===== src/rtl/data_buffer_ctrl.sv =====
// data_buffer_ctrl: single-port arbiter and FIFO pointer owner for the endpoint
// data buffer SRAM shared by the AHB register block and the USB packet engines.
//
// Ports:
//   clk, n_rst                 clock, asynchronous active-low reset
//   clear                      flush request; resets pointers and occupancy
//   store_tx_data / tx_data    AHB byte write request (level) and data
//   get_rx_data                AHB byte read request (level)
//   store_rx_packet_data /
//   rx_packet_data             USB RX byte write request (level) and data
//   get_tx_packet_data         USB TX byte read request (level)
//   mem_*                      SRAM strobe, write enable, address, write/read data
//   ahb_grant, ahb_wait        AHB request served / pending-not-served (combinational)
//   usb_grant                  USB request served (combinational)
//   rx_data, rx_data_valid     AHB read byte and valid pulse, one cycle after grant
//   tx_packet_data,
//   tx_data_valid              USB read byte and valid pulse, one cycle after grant
//   buffer_occupancy           bytes currently stored
//   overflow_err/underflow_err one-cycle pulses for writes-when-full / reads-when-empty
module data_buffer_ctrl #(
    parameter int unsigned DEPTH        = 64,
    parameter int unsigned STARVE_LIMIT = 4
) (
    input  logic                     clk,
    input  logic                     n_rst,
    input  logic                     clear,
    input  logic                     store_tx_data,
    input  logic [7:0]               tx_data,
    input  logic                     get_rx_data,
    input  logic                     store_rx_packet_data,
    input  logic [7:0]               rx_packet_data,
    input  logic                     get_tx_packet_data,
    input  logic [7:0]               mem_rdata,
    output logic                     mem_en,
    output logic                     mem_we,
    output logic [$clog2(DEPTH)-1:0] mem_addr,
    output logic [7:0]               mem_wdata,
    output logic                     ahb_grant,
    output logic                     ahb_wait,
    output logic                     usb_grant,
    output logic [7:0]               rx_data,
    output logic                     rx_data_valid,
    output logic [7:0]               tx_packet_data,
    output logic                     tx_data_valid,
    output logic [$clog2(DEPTH):0]   buffer_occupancy,
    output logic                     overflow_err,
    output logic                     underflow_err
);

    localparam int unsigned AW = $clog2(DEPTH);
    localparam int unsigned OW = AW + 1;
    localparam int unsigned SW = $clog2(STARVE_LIMIT + 1);

    // ACCESS means the previous cycle really strobed the SRAM
    typedef enum logic [1:0] {
        IDLE   = 2'd0,
        ACCESS = 2'd1,
        FLUSH  = 2'd2
    } state_e;

    typedef enum logic [2:0] {
        OP_NONE   = 3'd0,
        OP_USB_WR = 3'd1,
        OP_USB_RD = 3'd2,
        OP_AHB_WR = 3'd3,
        OP_AHB_RD = 3'd4
    } op_e;

    state_e        state_q, state_d;
    op_e           op;
    logic [AW-1:0] wr_ptr_q, wr_ptr_d;
    logic [AW-1:0] rd_ptr_q, rd_ptr_d;
    logic [OW-1:0] occ_q, occ_d;
    logic [SW-1:0] starve_q, starve_d;
    logic          rx_valid_q, rx_valid_d;
    logic          tx_valid_q, tx_valid_d;
    logic          ovf_q, ovf_d;
    logic          udf_q, udf_d;
    logic [7:0]    rx_hold_q, tx_hold_q;
    logic [7:0]    rd_byte;
    logic          ahb_req;
    logic          starve_hit;
    logic          full;
    logic          empty;

    assign ahb_req    = store_tx_data | get_rx_data;
    assign starve_hit = (starve_q == SW'(STARVE_LIMIT));
    assign full       = (occ_q == OW'(DEPTH));
    assign empty      = (occ_q == '0);
    assign ahb_wait   = ahb_req & ~ahb_grant;

    // Read returns SRAM data only if the SRAM was actually accessed; an empty read returns 0
    assign rd_byte = (state_q == ACCESS) ? mem_rdata : 8'h00;

    // Data outputs show the fresh byte on the valid cycle and hold it afterwards
    assign rx_data          = rx_valid_q ? rd_byte : rx_hold_q;
    assign tx_packet_data   = tx_valid_q ? rd_byte : tx_hold_q;
    assign rx_data_valid    = rx_valid_q;
    assign tx_data_valid    = tx_valid_q;
    assign buffer_occupancy = occ_q;
    assign overflow_err     = ovf_q;
    assign underflow_err    = udf_q;

    // State, pointers, occupancy and registered output pulses
    always_ff @(posedge clk or negedge n_rst) begin
        if (!n_rst) begin
            state_q    <= IDLE;
            wr_ptr_q   <= '0;
            rd_ptr_q   <= '0;
            occ_q      <= '0;
            starve_q   <= '0;
            rx_valid_q <= 1'b0;
            tx_valid_q <= 1'b0;
            ovf_q      <= 1'b0;
            udf_q      <= 1'b0;
            rx_hold_q  <= 8'h00;
            tx_hold_q  <= 8'h00;
        end else begin
            state_q    <= state_d;
            wr_ptr_q   <= wr_ptr_d;
            rd_ptr_q   <= rd_ptr_d;
            occ_q      <= occ_d;
            starve_q   <= starve_d;
            rx_valid_q <= rx_valid_d;
            tx_valid_q <= tx_valid_d;
            ovf_q      <= ovf_d;
            udf_q      <= udf_d;
            rx_hold_q  <= rx_data;
            tx_hold_q  <= tx_packet_data;
        end
    end

    // Arbitration, SRAM access and next-state
    always_comb begin
        state_d    = IDLE;
        op         = OP_NONE;
        wr_ptr_d   = wr_ptr_q;
        rd_ptr_d   = rd_ptr_q;
        occ_d      = occ_q;
        starve_d   = starve_q;
        rx_valid_d = 1'b0;
        tx_valid_d = 1'b0;
        ovf_d      = 1'b0;
        udf_d      = 1'b0;
        mem_en     = 1'b0;
        mem_we     = 1'b0;
        mem_addr   = '0;
        mem_wdata  = 8'h00;
        ahb_grant  = 1'b0;
        usb_grant  = 1'b0;

        if (clear) begin
            state_d  = FLUSH;
            wr_ptr_d = '0;
            rd_ptr_d = '0;
            occ_d    = '0;
            starve_d = '0;
        end else begin
            // A starved AHB side wins exactly one arbitration, then the counter restarts
            if (ahb_req && starve_hit) begin
                op = store_tx_data ? OP_AHB_WR : OP_AHB_RD;
            end else if (store_rx_packet_data) begin
                op = OP_USB_WR;
            end else if (get_tx_packet_data) begin
                op = OP_USB_RD;
            end else if (store_tx_data) begin
                op = OP_AHB_WR;
            end else if (get_rx_data) begin
                op = OP_AHB_RD;
            end

            ahb_grant = (op == OP_AHB_WR) || (op == OP_AHB_RD);
            usb_grant = (op == OP_USB_WR) || (op == OP_USB_RD);

            case (op)
                OP_USB_WR, OP_AHB_WR: begin
                    // Handshake completes even when full; the byte is dropped
                    if (full) begin
                        ovf_d = 1'b1;
                    end else begin
                        mem_en    = 1'b1;
                        mem_we    = 1'b1;
                        mem_addr  = wr_ptr_q;
                        mem_wdata = (op == OP_USB_WR) ? rx_packet_data : tx_data;
                        wr_ptr_d  = wr_ptr_q + AW'(1);
                        occ_d     = occ_q + OW'(1);
                        state_d   = ACCESS;
                    end
                end
                OP_USB_RD, OP_AHB_RD: begin
                    rx_valid_d = (op == OP_AHB_RD);
                    tx_valid_d = (op == OP_USB_RD);
                    if (empty) begin
                        udf_d = 1'b1;
                    end else begin
                        mem_en   = 1'b1;
                        mem_addr = rd_ptr_q;
                        rd_ptr_d = rd_ptr_q + AW'(1);
                        occ_d    = occ_q - OW'(1);
                        state_d  = ACCESS;
                    end
                end
                default: ;
            endcase

            if (ahb_grant) begin
                starve_d = '0;
            end else if (ahb_req && !starve_hit) begin
                starve_d = starve_q + SW'(1);
            end
        end
    end

endmodule


===== config.mk =====
export PLATFORM = sky130hd
export DESIGN_NAME = data_buffer_ctrl
export DESIGN_NICKNAME = d
export VERILOG_FILES = /design/src/rtl/data_buffer_ctrl.sv
export SDC_FILE = /design/constraint.sdc
export NUM_CORES = 1
export LEC_CHECK = 0
export ABC_AREA = 0
export CAP_MARGIN = 25
export CORE_MARGIN = 2
export CORE_UTILIZATION = 55
export DETAILED_ROUTE_END_ITERATION = 16
export DONT_BUFFER_PORTS = 1
export PLACE_DENSITY = 0.71
export SLEW_MARGIN = 10
export SYNTH_ARGS = -nofsm -noshare
export SYNTH_HDL_FRONTEND = slang
export SYNTH_SLANG_ARGS = --single-unit

===== constraint.sdc =====
create_clock -name clk -period 3.7 [get_ports clk]
set_input_delay 0.74 -clock clk [delete_from_list [all_inputs] [get_ports clk]]
set_output_delay 0.74 -clock clk [all_outputs]
set_load 0.005 [all_outputs]

Figure 1. Supply network.
Scale: 6 px per um. Pins as bars on the die edge. Tap cells in grey.
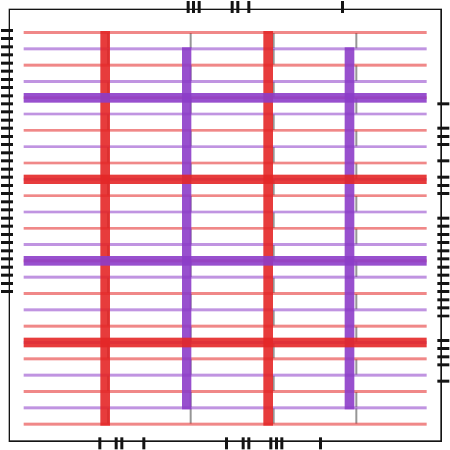
[VDD] purple
[VSS] red
rows: 24
tap cells: 52
met4 straps: 4
Core Box Area: 0.00438 sq mm
die extent in y: 71.7 um

Figure 2. Cells coloured by class.
Scale: 6 px per um. Fill, decap, tap and diode cells in grey.
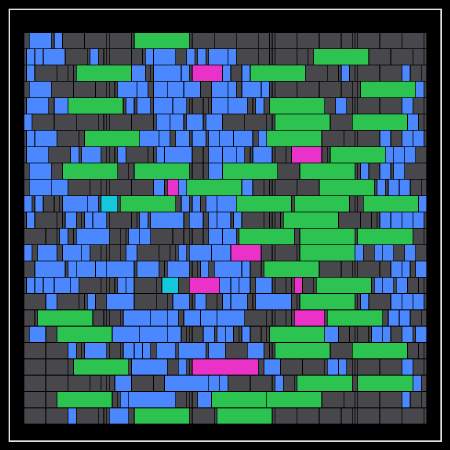
[all other logic] blue | cells: 215 | share of their area: 52%
[other buffers and delay cells] cyan | cells: 2 | share of their area: 0.58%
[clock drivers and dummy loads] magenta | cells: 8 | share of their area: 4.2%
[flip-flops] green | cells: 44 | share of their area: 43%
Rows: 24
final core utilization: 60.1%
Seq/total area: 41.8%

Figure 3. Clock wires, drivers and flops.
Scale: 4 px per um.
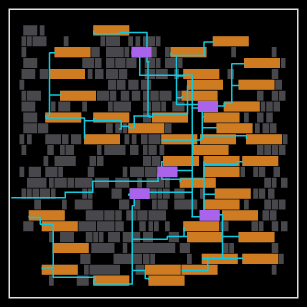
[clock wires] cyan | length: 512 um
[flip-flops] orange | count: 44
[cells driving clock nets] purple | count: 5
routed clock nets: 6
Worst-Skew Late Latency: 300 ps
Max Clock Skew: 8.43 ps
Clk network pwr share: 24.7%

==> GITHUB_STEP_SUMMARY <==
### Metrics collected by this job

| Metric | Value |
|---|---|
| Synth Area in Simple Gates | 22.8% |
| Die Span X | 71.7 um |
| Mapped Avg Cell Area | 9.21 sq um |
| RSZ-0062 raised after global routing | no |
| WL met1 | 2.27 mm |
| Fin crit period | 3060 ps |
| Fin. Hold Viols | 0 |
| DP HPWL | 3.56 mm |
| Xor/xnor share of the synthesized area | 4.51% |
| Status | completed |
| Worst-Margin Slew | 911 ps |
| Aoi share | 12.5% |
| H-tree levels | 2 |
| CTS Root Cell | clkbuf_8 |
| Area after DPL | 0.00253 sq mm |
| Mux area share | 4.36% |
| Slew HR | 39.1% |
| Arrival @ worst endpoint | 2320 ps |
| Comb power frac | 30.4% |
| Area Growth Syn to Fin | 4.36% |
| Yosys top cell area share | 43.6% |
| Antenna-violating nets left | 0 |
| Share of post-route cells with drive strength above 1 | 7.81% |
| First-pass GRT wire length | 7.94 mm |
| Initial DRC Count | 62 |
| Seq pwr | 0.000653 W |
| IO Count | 77 |
| # diodes | 0 |
| Worst Setup End Kind | output port |
| Total cells reported by yosys after synthesis | 274 |
| Synth warn | 0 |
| Uppermost routed layer | met4 |
| F_max | 0.326 GHz |
| Synth Seq Share | 43.6% |
| Max clock buf depth | 2 |
| Pwr dens | 553 mW/mm^2 |
| Main synth FF type | dfrtp_1 |
| Synthesized area | 0.00252 sq mm |
| Met3 routed WL | 357 um |
| Vias in the first global route | 1731 |
| Total CTS buffers | 5 |
| Number of enable flip-flop cells | 0 |
| Port bufs | 0 |
| Flops after synth | 44 |
| Top logic family | simple AND/OR/NAND/NOR gates |
| Hold Buf Count CTS | 0 |
Figure 4. Routed metal, one colour a layer.
Scale: 6 px per um.
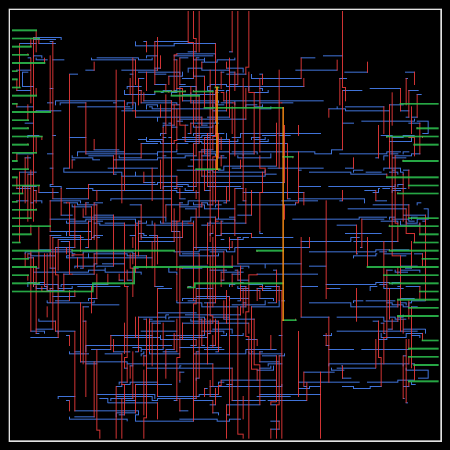
[met4] orange | wire length: 49.0 um
[met2] red | wire length: 2120 um
[met3] green | wire length: 357 um
[met1] blue | wire length: 2270 um
Routed WL per cell: 14.9 um
GRT Overall Usage: 19.6%
via count: 1848
Post-Route WL: 4.79 mm

Figure 5. Track usage over the die.
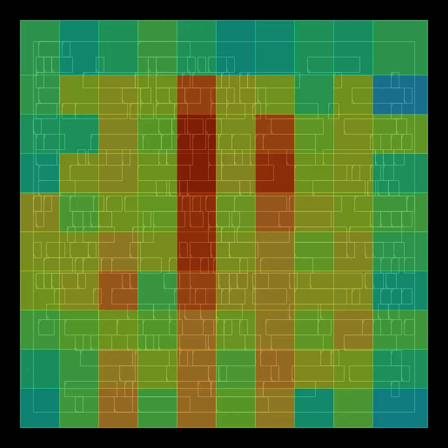
M2 GR Usage: 31.9%
M3 GR Usage: 5.20%
met1 usage: 26.3%
most used routing layer: met2

Yosys cell counts, types with 7 or more instances:
cell type  number
a21oi_1         7
mux2i_1        11
inv_1          20
o21ai_1        10
xor2_1          8
dfrtp_1        44
nor2_1         41
nand2_1        11
o21ai_0         9
clkbuf_1        9
ha_1           10
nand3_1        21
per-layer routing:
metal | track usage, % | vias to the layer above
met1 | 26.3 | 839
met5 | 0 | -
met4 | 4.82 | 0
li1 | - | 922
met3 | 5.20 | 7
met2 | 31.9 | 80
critical path, stage by stage (launching register included):
cell,delay [ps]
dfrtp_1,420
inv_1,70
ha_1,200
and2_4,180
o221a_2,310
and2_1,360
nand2b_1,270
nor2_1,210
cells by family (layout without fill, tap and decap cells):
group / after synthesis / count (layout)
simple gates: 111 / 111
compound gates: 46 / 46
flops: 44 / 44
buf+inv: 38 / 33
xor+xnor: 13 / 13
fa+ha+maj: 11 / 11
mux: 11 / 11
worst paths after layout:
check                      slack, ps  cells after the start                               to                    start
max reg2reg                      970                     12  buffer_occupancy[6]$_DFFE_PN0P_  starve_q[0]$_DFFE_PN0P_
min reg2reg                      540                      2           rx_hold_q[5]$_DFF_PN0_   rx_hold_q[5]$_DFF_PN0_
max                              640                      7                     mem_wdata[7]  starve_q[0]$_DFFE_PN0P_
min in group clk                 470                      0             state_q[1]$_DFF_PN0_                    clear
max in group asynchronous       3490                      0  buffer_occupancy[6]$_DFFE_PN0P_                    n_rst
min                              130                      0          rd_ptr_q[3]$_DFFE_PN0P_                    n_rst
layout by cell type (no fill, tap or decap), types with 3 or more instances in the layout:
cell type,count
a21oi_1,7
a22oi_1,6
and2_1,6
clkbuf_8,5
dfrtp_1,44
ha_1,10
inv_1,20
inv_2,3
mux2i_1,11
nand2_1,11
nand2b_1,3
nand3_1,21
nand3b_1,5
nand4_1,4
nor2_1,41
nor3_1,6
o21a_1,3
o21ai_0,9
o21ai_1,10
xnor2_1,5
xor2_1,8
cell type report:
| type | instances | area, sq um |
|---|---|---|
| well taps | 52 | 65.1 |
| fillers | 395 | 1750 |
| flip-flops and latches | 44 | 1100 |
| repair buffers | 2 | 15.0 |
| clock buffers | 6 | 72.6 |
| multi-input cells | 192 | 1260 |
| clock inverters | 2 | 35.0 |
| inverters | 23 | 86.3 |
flip-flops by register name (all words and copies together) (netlist names):
name,cells
buffer_occupancy,7
overflow_err,1
rd_ptr_q,6
rx_data_valid,1
rx_hold_q,8
starve_q,3
state_q,2
tx_data_valid,1
tx_hold_q,8
underflow_err,1
wr_ptr_q,6
stage by stage:
| stage | setup WS (ps) | total power (W) | hold slack [ps] | std cells | util [%] |
|---|---|---|---|---|---|
| final | 636 | 0.00146 | 130 | 321 | 60.1 |
| after global routing | 408 | 0.00156 | 112 | 321 | 60.1 |
| after CTS | 608 | 0.00147 | 120 | 321 | 60.1 |
| after detailed placement | 925 | 0.00111 | 445 | 313 | 57.6 |
| after global placement | 971 | 0.00109 | 445 | 313 | 57.6 |
| after floorplan | 997 | 0.00103 | 444 | 274 | - |
No activity file was given, so power comes from the tool's default toggle rates.
